--- config.mk ---
export PLATFORM = sky130hd
export DESIGN_NAME = msi_bus_arbiter
export DESIGN_NICKNAME = d
export VERILOG_FILES = /design/src/rtl/cache_pkg.sv /design/src/rtl/msi_bus_arbiter_rr_pick.sv /design/src/rtl/msi_bus_arbiter.sv
export SDC_FILE = /design/constraint.sdc
export NUM_CORES = 1
export LEC_CHECK = 0
export ABC_AREA = 0
export CAP_MARGIN = 30
export CORE_MARGIN = 2
export CORE_UTILIZATION = 49
export DETAILED_ROUTE_END_ITERATION = 6
export MAX_ROUTING_LAYER = met4
export PLACE_DENSITY = 0.79
export SYNTH_ARGS = -nofsm -noshare
export SYNTH_HDL_FRONTEND = slang
export SYNTH_SLANG_ARGS = --single-unit
--- constraint.sdc ---
create_clock -name clock -period 2.03 [get_ports clock]
set_input_delay 0.406 -clock clock [delete_from_list [all_inputs] [get_ports clock]]
set_output_delay 0.406 -clock clock [all_outputs]
set_load 0.01 [all_outputs]
--- src/rtl/cache_pkg.sv ---
// cache_pkg: MSI message encodings and the L2 arbiter state type
package cache_pkg;
   localparam logic [3:0] READ     = 4'h1;
   localparam logic [3:0] READX    = 4'h2;
   localparam logic [3:0] UPGR     = 4'h3;
   localparam logic [3:0] TO_S     = 4'h4;
   localparam logic [3:0] TO_E     = 4'h5;
   localparam logic [3:0] UPGR_ACK = 4'h6;

   typedef enum logic [2:0] {
      IDLE,
      ISSUE,
      WAIT_REPLY,
      DELIVER,
      WAIT_ACK
   } arb_state_type;
endpackage

--- src/rtl/msi_bus_arbiter_rr_pick.sv ---
// rr_pick: combinational round-robin priority encoder starting at ptr
module rr_pick
   import cache_pkg::*;
#(
   parameter int N_CORES = 2
) (
   input  logic [N_CORES-1:0]         req,
   input  logic [$clog2(N_CORES)-1:0] ptr,
   output logic [$clog2(N_CORES)-1:0] gnt_id,
   output logic                       any_valid
);
   localparam int IDW = $clog2(N_CORES);

   logic [IDW-1:0] cand;

   // walk from the farthest offset down so the nearest requester wins
   always_comb begin
      gnt_id = '0;
      cand = '0;
      for (int k = N_CORES - 1; k >= 0; k--) begin
         cand = IDW'((int'(ptr) + k) % N_CORES);
         gnt_id = req[cand] ? cand : gnt_id;
      end
      any_valid = |req;
   end
endmodule

--- src/rtl/msi_bus_arbiter.sv ---
// msi_bus_arbiter: round-robin sharing of the L2 request/reply channel among L1 controllers
module msi_bus_arbiter
   import cache_pkg::*;
#(
   parameter int N_CORES = 2,
   parameter int MSG_W   = 4,
   parameter int TIMEOUT = 255
) (
   input  logic                         clock,
   input  logic                         reset_n,
   input  logic [N_CORES*MSG_W-1:0]     l1_req,
   input  logic [N_CORES-1:0]           l1_req_valid,
   output logic [N_CORES-1:0]           l1_req_ready,
   output logic [N_CORES*MSG_W-1:0]     l1_reply,
   output logic [N_CORES-1:0]           l1_reply_valid,
   input  logic [N_CORES-1:0]           l1_reply_ready,
   input  logic [N_CORES-1:0]           l1_ack_valid,
   output logic [MSG_W-1:0]             l2_req,
   output logic [$clog2(N_CORES)-1:0]   l2_req_id,
   output logic                         l2_req_valid,
   input  logic                         l2_req_ready,
   input  logic [MSG_W-1:0]             l2_reply,
   input  logic                         l2_reply_valid,
   output logic                         l2_reply_ready,
   output logic                         busy,
   output logic                         err_timeout
);
   localparam int IDW = $clog2(N_CORES);
   localparam int TW  = $clog2(TIMEOUT + 1);

   arb_state_type      state, state_next;
   logic [N_CORES-1:0] slot_valid, slot_valid_next, push, drops, clr;
   logic [MSG_W-1:0]   slot_msg [N_CORES];
   logic [IDW-1:0]     rr_ptr, gnt_id, pick_id;
   logic [MSG_W-1:0]   gnt_msg;
   logic [TW-1:0]      tmo_cnt;
   logic [7:0]         drop_cnt;
   logic [8:0]         drop_sum;
   logic               any_valid, grant, tmo_fire;

   rr_pick #(.N_CORES(N_CORES)) u_pick (
      .req       (slot_valid),
      .ptr       (rr_ptr),
      .gnt_id    (pick_id),
      .any_valid (any_valid)
   );

   assign l2_req    = gnt_msg;
   assign l2_req_id = gnt_id;

   always_comb begin
      push = l1_req_valid & l1_req_ready;
      drops = l1_req_valid & ~l1_req_ready;
      drop_sum = {1'b0, drop_cnt} + 9'($countones(drops));
      grant = state == IDLE && any_valid;
      clr = grant ? N_CORES'(1) << pick_id : '0;
      slot_valid_next = (slot_valid & ~clr) | push;
      tmo_fire = tmo_cnt == TW'(TIMEOUT - 1) &&
                 ((state == WAIT_REPLY && !l2_reply_valid) ||
                  (state == WAIT_ACK && !l1_ack_valid[gnt_id]));
      state_next = state;
      case (state)
         IDLE:       state_next = any_valid ? ISSUE : IDLE;
         ISSUE:      state_next = l2_req_ready ? WAIT_REPLY : ISSUE;
         WAIT_REPLY: state_next = l2_reply_valid ? DELIVER : tmo_fire ? IDLE : WAIT_REPLY;
         DELIVER:    state_next = l1_reply_ready[gnt_id] ? WAIT_ACK : DELIVER;
         WAIT_ACK:   state_next = (l1_ack_valid[gnt_id] || tmo_fire) ? IDLE : WAIT_ACK;
         default:    state_next = IDLE;
      endcase
   end

   always_ff @(posedge clock or negedge reset_n) begin
      if (!reset_n) state <= IDLE;
      else state <= state_next;
   end

   // strobes are registered from the next state so they are clean flops
   always_ff @(posedge clock or negedge reset_n) begin
      if (!reset_n) begin
         slot_valid <= '0;
         for (int i = 0; i < N_CORES; i++) slot_msg[i] <= '0;
         l1_req_ready <= '0;
         l1_reply <= '0;
         l1_reply_valid <= '0;
         l2_req_valid <= 1'b0;
         l2_reply_ready <= 1'b0;
         busy <= 1'b0;
         err_timeout <= 1'b0;
         rr_ptr <= '0;
         gnt_id <= '0;
         gnt_msg <= '0;
         tmo_cnt <= '0;
         drop_cnt <= '0;
      end else begin
         slot_valid <= slot_valid_next;
         l1_req_ready <= ~slot_valid_next;
         for (int i = 0; i < N_CORES; i++)
            if (push[i]) slot_msg[i] <= l1_req[i*MSG_W +: MSG_W];
         drop_cnt <= drop_sum > 9'd255 ? 8'hFF : drop_sum[7:0];
         if (grant) begin
            gnt_id <= pick_id;
            gnt_msg <= slot_msg[pick_id];
         end
         if (state == WAIT_REPLY && l2_reply_valid)
            for (int i = 0; i < N_CORES; i++)
               l1_reply[i*MSG_W +: MSG_W] <= gnt_id == IDW'(i) ? l2_reply : '0;
         tmo_cnt <= (state == state_next && (state == WAIT_REPLY || state == WAIT_ACK)) ?
                    tmo_cnt + TW'(1) : '0;
         if (tmo_fire) err_timeout <= 1'b1;
         if (state != IDLE && state_next == IDLE)
            rr_ptr <= gnt_id == IDW'(N_CORES - 1) ? '0 : gnt_id + IDW'(1);
         l1_reply_valid <= state_next == DELIVER ? N_CORES'(1) << gnt_id : '0;
         l2_req_valid <= state_next == ISSUE;
         l2_reply_ready <= state_next == WAIT_REPLY;
         busy <= state_next != IDLE;
      end
   end
endmodule

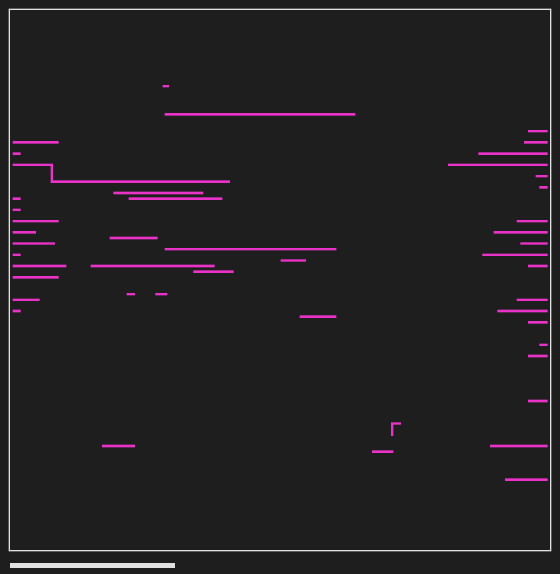
Run 1: met3 routing
Bar = 20 um.
wire length on this layer: 247 um
share of all routed wire: 6.4%
main direction: horizontal
WL final: 3850 um
met3 Use GR: 5.822%
Via Count: 1387

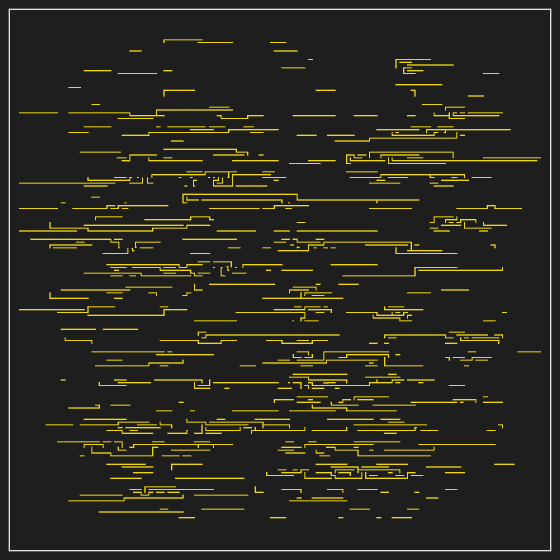
Run 1: M1 wires
main direction: horizontal
nets with wire on the layer: 208
wire length on this layer: 1630 um
share of all routed wire: 42%
longest straight run: 17.5 um
GR Util met1: 25.37%

==> reports/qor.yml, run 1 <==
critical_path:
  crit_start: "tmo_cnt[0]$_DFF_PN0_"
  required_ps: 2230
  worstSetupPathType: "reg2reg"
  critical_path.endpoint: "rr_ptr$_DFFE_PN0P_"
  slowest_delay_ps: 420
  end_kind: "flop"
  reg2reg_to: "rr_ptr$_DFFE_PN0P_"
  crit_arrival_ps: 2020
  critPathMaxFanout: 5
  rrSetupSlack_ps: 210
  critical-path-slowest-cell: "dfrtp_1"
  crit_buf_inv: 1
  r2r_start: "tmo_cnt[0]$_DFF_PN0_"
  cp_cell_sequence: "inv_1 -> ha_1 -> nand3_1 -> nor2_1 -> o211ai_1 -> or2_1 -> o31ai_1"
  critPathTopFamily: "simple AND/OR/NAND/NOR gates"
  rr_worst_depth: 7
logic_synthesis:
  synth_cells: 163
  top_logic_kind: "simple AND/OR/NAND/NOR gates"
  edf_count: 0
  netlist_area_mm2: 0.001842
  synthArstFlopShare_pct: 100.0
  ys_chip_area_mm2: 0.001842
  ys_sh_simple_pct: 14.74
  synthFlopType: "dfrtp_1"
  numSynthFlops: 43
  ys_sh_adder_pct: 1.359
  ys_sh_mux_pct: 5.978
  synth-xor-area-share_pct: 2.853
  ys_cells: 163
  yosys_warnings: 0
  postSynthSeqShare_pct: 58.42
  fp_nets: 187
  ys_types: 37
  avgSynthCellArea_um2: 11.30
flow_run:
  warnings: 27
  maxCapViolCount: 0
cts:
  numCtsBuffers: 5
  htreeDepth: 2
  cts.sinks: 43
  worstSkewPairLatency_ps: 290
  cts_tree: "yes"
  root_buffer: "clkbuf_8"
  cts_max_path_buffers: 2
  cts_setup_buffers: 0
  path_clk_slew_ps: 80
  cts_resized: 0
  postCtsHoldBufs: 0
finish:
  sh_comb_area_pct: 28.70
  syn2layout_area_growth_pct: 32.34
  regArea_mm2: 0.001076
  logic_area_um2: 699.4
  drive_above_1_share_pct: 13.08
  sh_seq_area_pct: 44.15
  ff_count: 43
  nNetsFinal: 237
  n_all_inverters: 13
  final-clk-cell-share_pct: 4.107
  clkbuf_count: 8
  dominant_cells: "flip-flops and latches"
  buf_share_pct: 18.58
  comb_cells: 103
  insertedDiodeCount: 0
  signal_buffers: 47
  final_area_mm2: 0.002437
  fill_cells: 290
global_route:
  grt_usage_pct: 20.59
  grt_pass1_wl_um: 6451
  overflow: 0
  antenna_found_initial: 0
  grt_max_degree: 24
  grt_pass1_vias: 1428
power:
  p_per_area_mw_per_mm2: 1400
  peakVddDrop_mv: 0.8128
  p_leak_uw: 0.001107
route:
  vias_per_cell: 5.294
  firstDrtPassIters: 4
  final_antenna_net_count: 0
  routedWlPerCell_um: 14.69
  drc: 0
  drt_iter0_drc: 80
timing:
  max_freq_mhz: 550.3
  hold_viol: 0
  clock_skew_ps: 8.610
  setup_tns_ps: 0
  maxSlewViolCount: 0
  grt_setup_unrepaired: "no"
  fin_hold_ws_ps: 71.86
  fin_crit_sh_pct: 89.51
  setup_viol: 0
  timing.final.ws_setup_ps: 212.9
  slew_headroom_pct: 65.69
  worst_pin_slew_ps: 510.7
placed_design:
  dp_cells: 254
  hpwlAfterDp_um: 2968
  placed_area_mm2: 0.002337
  place_ws_ps: -2.534
  portBuffers: 42
floorplanning:
  die-height_um: 65.31
  core_mm2: 0.003633
  taps: 48
  row_count: 22
  pin_count: 43
  die_x_um: 65.31
  chipArea_mm2: 0.004265
  fp-utilization_pct: 50.69
run_status:
  status: "complete, no violations"
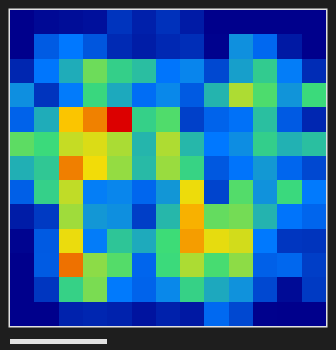
Run 1: wiring heat map
Bar = 20 um. 13 x 13 tiles, from dark blue (low) to red (high), scaled to the fullest tile. Values are wire area over tile area, all layers added.
nearly empty tiles: 11%
densest ninth of the die: middle left
tiles over half the peak: 21%
mean over tiles: 0.15
fullest tile: 0.47

## run 1: where the power goes
group	total (uW)	switching (uW)	internal, uW
Clock	584	273	310
Combinational	1390	649	736
Sequential	1440	257	1190
## run 1: Yosys cell counts, types with 4 or more instances
master    instances  share of area, %
o21ai_1          12               3.3
a222oi_1          4               2.2
nand3_1           7               1.9
xnor2_1           4               1.9
inv_1            13               2.6
mux2_2            8               4.9
nor2_1           12               2.4
dfrtp_1          43                58
nand2b_1          4               1.4
nand2_1          18               3.7
## run 1: stage by stage
step / total power, uW / util (%)
global placement: 2765 / 64.33
finish: 3411 / 67.08
global route: 3649 / 67.08
CTS: 3435 / 67.08
detailed placement: 2844 / 64.33
floorplan: 2191 / -
## run 1: placed cells by master, fill, tap and decap left out, types with 5 or more instances in the layout
cell type,n
buf_4,5
clkbuf_8,7
clkdlybuf4s50_1,41
dfrtp_1,43
inv_1,13
mux2_2,8
nand2_1,18
nand3_1,7
nor2_1,12
o21ai_1,12
## run 1: routing by layer
metal / vias to the layer above / GRT usage [%] / wire length, um
met4: 0 / 4.167 / 43
li1: 659 / - / -
met3: 6 / 5.822 / 246
met1: 663 / 25.37 / 1630
met5: - / - / 0
met2: 59 / 34.31 / 1929
## run 1: registers in the layout, summed over array words and instances (netlist names)
name	cells
l1_reply_valid	2
l1_reply	8
slot_valid	2
l2_req	4
l2_req_id	1
rr_ptr	1
err_timeout	1
l1_req_ready	2
tmo_cnt	8
state	3
slot_msg	8
l2_req_valid	1
l2_reply_ready	1
busy	1
## run 1: logic make-up after synthesis
kind of cell | after synthesis
and+or+nand+nor | 53
AOI/OAI and AO/OA | 32
xor gates and xnor gates | 6
adders and majority gates | 2
buffers and inverters | 17
DFF | 43
muxes | 10
==> run 1 -> run 2 <==
- CAP_MARGIN: 30 -> 15
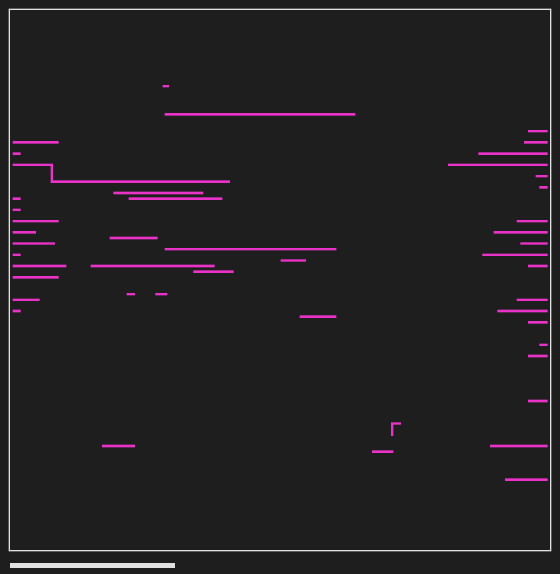
Run 2: met3 routing
Bar = 20 um.

==> run 2 against run 1 <==
Effect of this change: clock power is essentially flat; synthesized area is the same; critical path depth unchanged; register-to-register slack is essentially flat.
==> reports/qor.yml, run 2 <==
logic_synthesis:
  yosys.area.top_type: "dfrtp_1"
  postSynthSeqShare_pct: 58.42
  synthFlopType: "dfrtp_1"
  fp_nets: 187
  ys_chip_area_mm2: 0.001842
  ys_cells: 163
  edf_count: 0
  avgSynthCellArea_um2: 11.30
  topCellsByArea: "dfrtp_1, mux2_2, nand2_1"
  synth_cells: 163
  top_area_share_pct: 58.42
  yosys.cell_count.top_type: "dfrtp_1"
  synthTopCellsByCount: "dfrtp_1, nand2_1, inv_1, nor2_1, o21ai_1"
  ys_types: 37
  yosys_warnings: 0
  netlist_area_mm2: 0.001842
  numSynthFlops: 43
  synthArstFlopShare_pct: 100.0
global_route:
  use_met1_pct: 25.37
  antenna_found_initial: 0
  grt_pass1_vias: 1428
  grt_max_degree: 24
  gr-usage-met2_pct: 34.31
  use_met3_pct: 5.822
  grt_usage_pct: 20.59
  overflow: 0
  grt_pass1_wl_um: 6451
  busiest_layer: "met2"
floorplanning:
  fp-utilization_pct: 50.69
  die_x_um: 65.31
  chipArea_mm2: 0.004265
  core_mm2: 0.003633
  pin_count: 43
  row_count: 22
  die-height_um: 65.31
placed_design:
  place_ws_ps: -2.534
  place_congestion: 0.8306
  hpwlAfterDp_um: 2968
  portBuffers: 42
  dp_cells: 254
power:
  p_leak_uw: 0.001107
  finalPower_uw: 3411
  p_per_area_mw_per_mm2: 1400
  peakVddDrop_mv: 0.8128
route:
  firstDrtPassIters: 4
  final_antenna_net_count: 0
  routedWlPerCell_um: 14.69
  vias_per_cell: 5.294
  drc: 0
  vias: 1387
  wl_um: 3850
  drt_iter0_drc: 80
timing:
  post-route-min-period_ps: 1817
  setup_viol: 0
  grt_setup_unrepaired: "no"
  max_freq_mhz: 550.3
  maxSlewViolCount: 0
  clock_skew_ps: 8.610
  timing.final.ws_setup_ps: 212.9
  hold_viol: 0
  worst_pin_slew_ps: 510.7
  slew_headroom_pct: 65.69
  setup_tns_ps: 0
  fin_crit_sh_pct: 89.51
cts:
  cts_resized: 0
  worstSkewPairLatency_ps: 290
  postCtsHoldBufs: 0
  numCtsBuffers: 5
  htreeDepth: 2
  cts_tree: "yes"
  cts_setup_buffers: 0
  root_buffer: "clkbuf_8"
  cts_max_path_buffers: 2
  cts.sinks: 43
  path_clk_slew_ps: 80
critical_path:
  worstSetupPathType: "reg2reg"
  end_kind: "flop"
  reg2reg_to: "rr_ptr$_DFFE_PN0P_"
  rr_worst_depth: 7
  r2r_start: "tmo_cnt[0]$_DFF_PN0_"
  crit_start: "tmo_cnt[0]$_DFF_PN0_"
  required_ps: 2230
  rrSetupSlack_ps: 210
  crit_arrival_ps: 2020
  critPathMaxFanout: 5
  worstSetupStartpointType: "flop"
  critical_path.endpoint: "rr_ptr$_DFFE_PN0P_"
min_path:
  hold_path.class: "in2async"
finish:
  fill_cells: 290
  regArea_mm2: 0.001076
  layout.cells.most_common_list: "dfrtp_1, clkdlybuf4s50_1, nand2_1"
  insertedDiodeCount: 0
  reg.largest.list: "l1_reply x8, slot_msg x8, tmo_cnt x8"
  layout_top_cell: "dfrtp_1"
  syn2layout_area_growth_pct: 32.34
  nNetsFinal: 237
  final-instance-count-excl-fill: 262
  logic_area_um2: 699.4
  drive_above_1_share_pct: 13.08
flow_run:
  warnings: 27
  maxCapViolCount: 0
run_status:
  status: "complete, no violations"
[run 2: worst max-delay path, cell delays in order, from the launching register on]
cell      delay (ps)
dfrtp_1          420
inv_1             80
ha_1             150
nand3_1          120
nor2_1           270
o211ai_1         200
or2_1            260
o31ai_1          220
[run 2: stage by stage]
step	area, um^2	util, %	hold WS [ps]
after floorplan	1842	-	110.4
after global placement	2337	64.33	395.8
after detailed placement	2337	64.33	406.7
after CTS	2437	67.08	94.48
after global routing	2437	67.08	103.4
final	2437	67.08	71.86
[run 2: cell families (layout without fill, tap and decap cells)]
| family | Yosys count | in the layout | share of synthesized area [%] |
|---|---|---|---|
| DFF | 43 | 43 | 58.42 |
| and+or+nand+nor | 53 | 53 | 14.74 |
| adders and majority gates | 2 | 2 | 1.358 |
| AOI/OAI and AO/OA | 32 | 32 | 13.04 |
| buffers and inverters | 17 | 68 | 3.601 |
| muxes | 10 | 10 | 5.978 |
| xor gates and xnor gates | 6 | 6 | 2.853 |
[run 2: cell type report]
class | count | share of cell area, %
tap | 48 | 2.464
clock buffer | 8 | 4.107
inverter | 13 | 2.002
multi-input combinational | 103 | 28.70
timing repair buffer | 47 | 18.58
sequential | 43 | 44.15
[run 2: power breakdown]
part	internal [uW]	total [uW]	switching, uW
logic	736	1390	649
registers	1190	1440	257
clock network	310	584	273
[run 2: layer usage]
layer	wire [um]	share of wire, %	up-vias
li1	-	-	659
met1	1630	42	663
met2	1929	50	59
met3	246	6.4	6
met4	43	1.1	0
met5	0	0	-
Power is estimated from default activity; no workload was simulated.
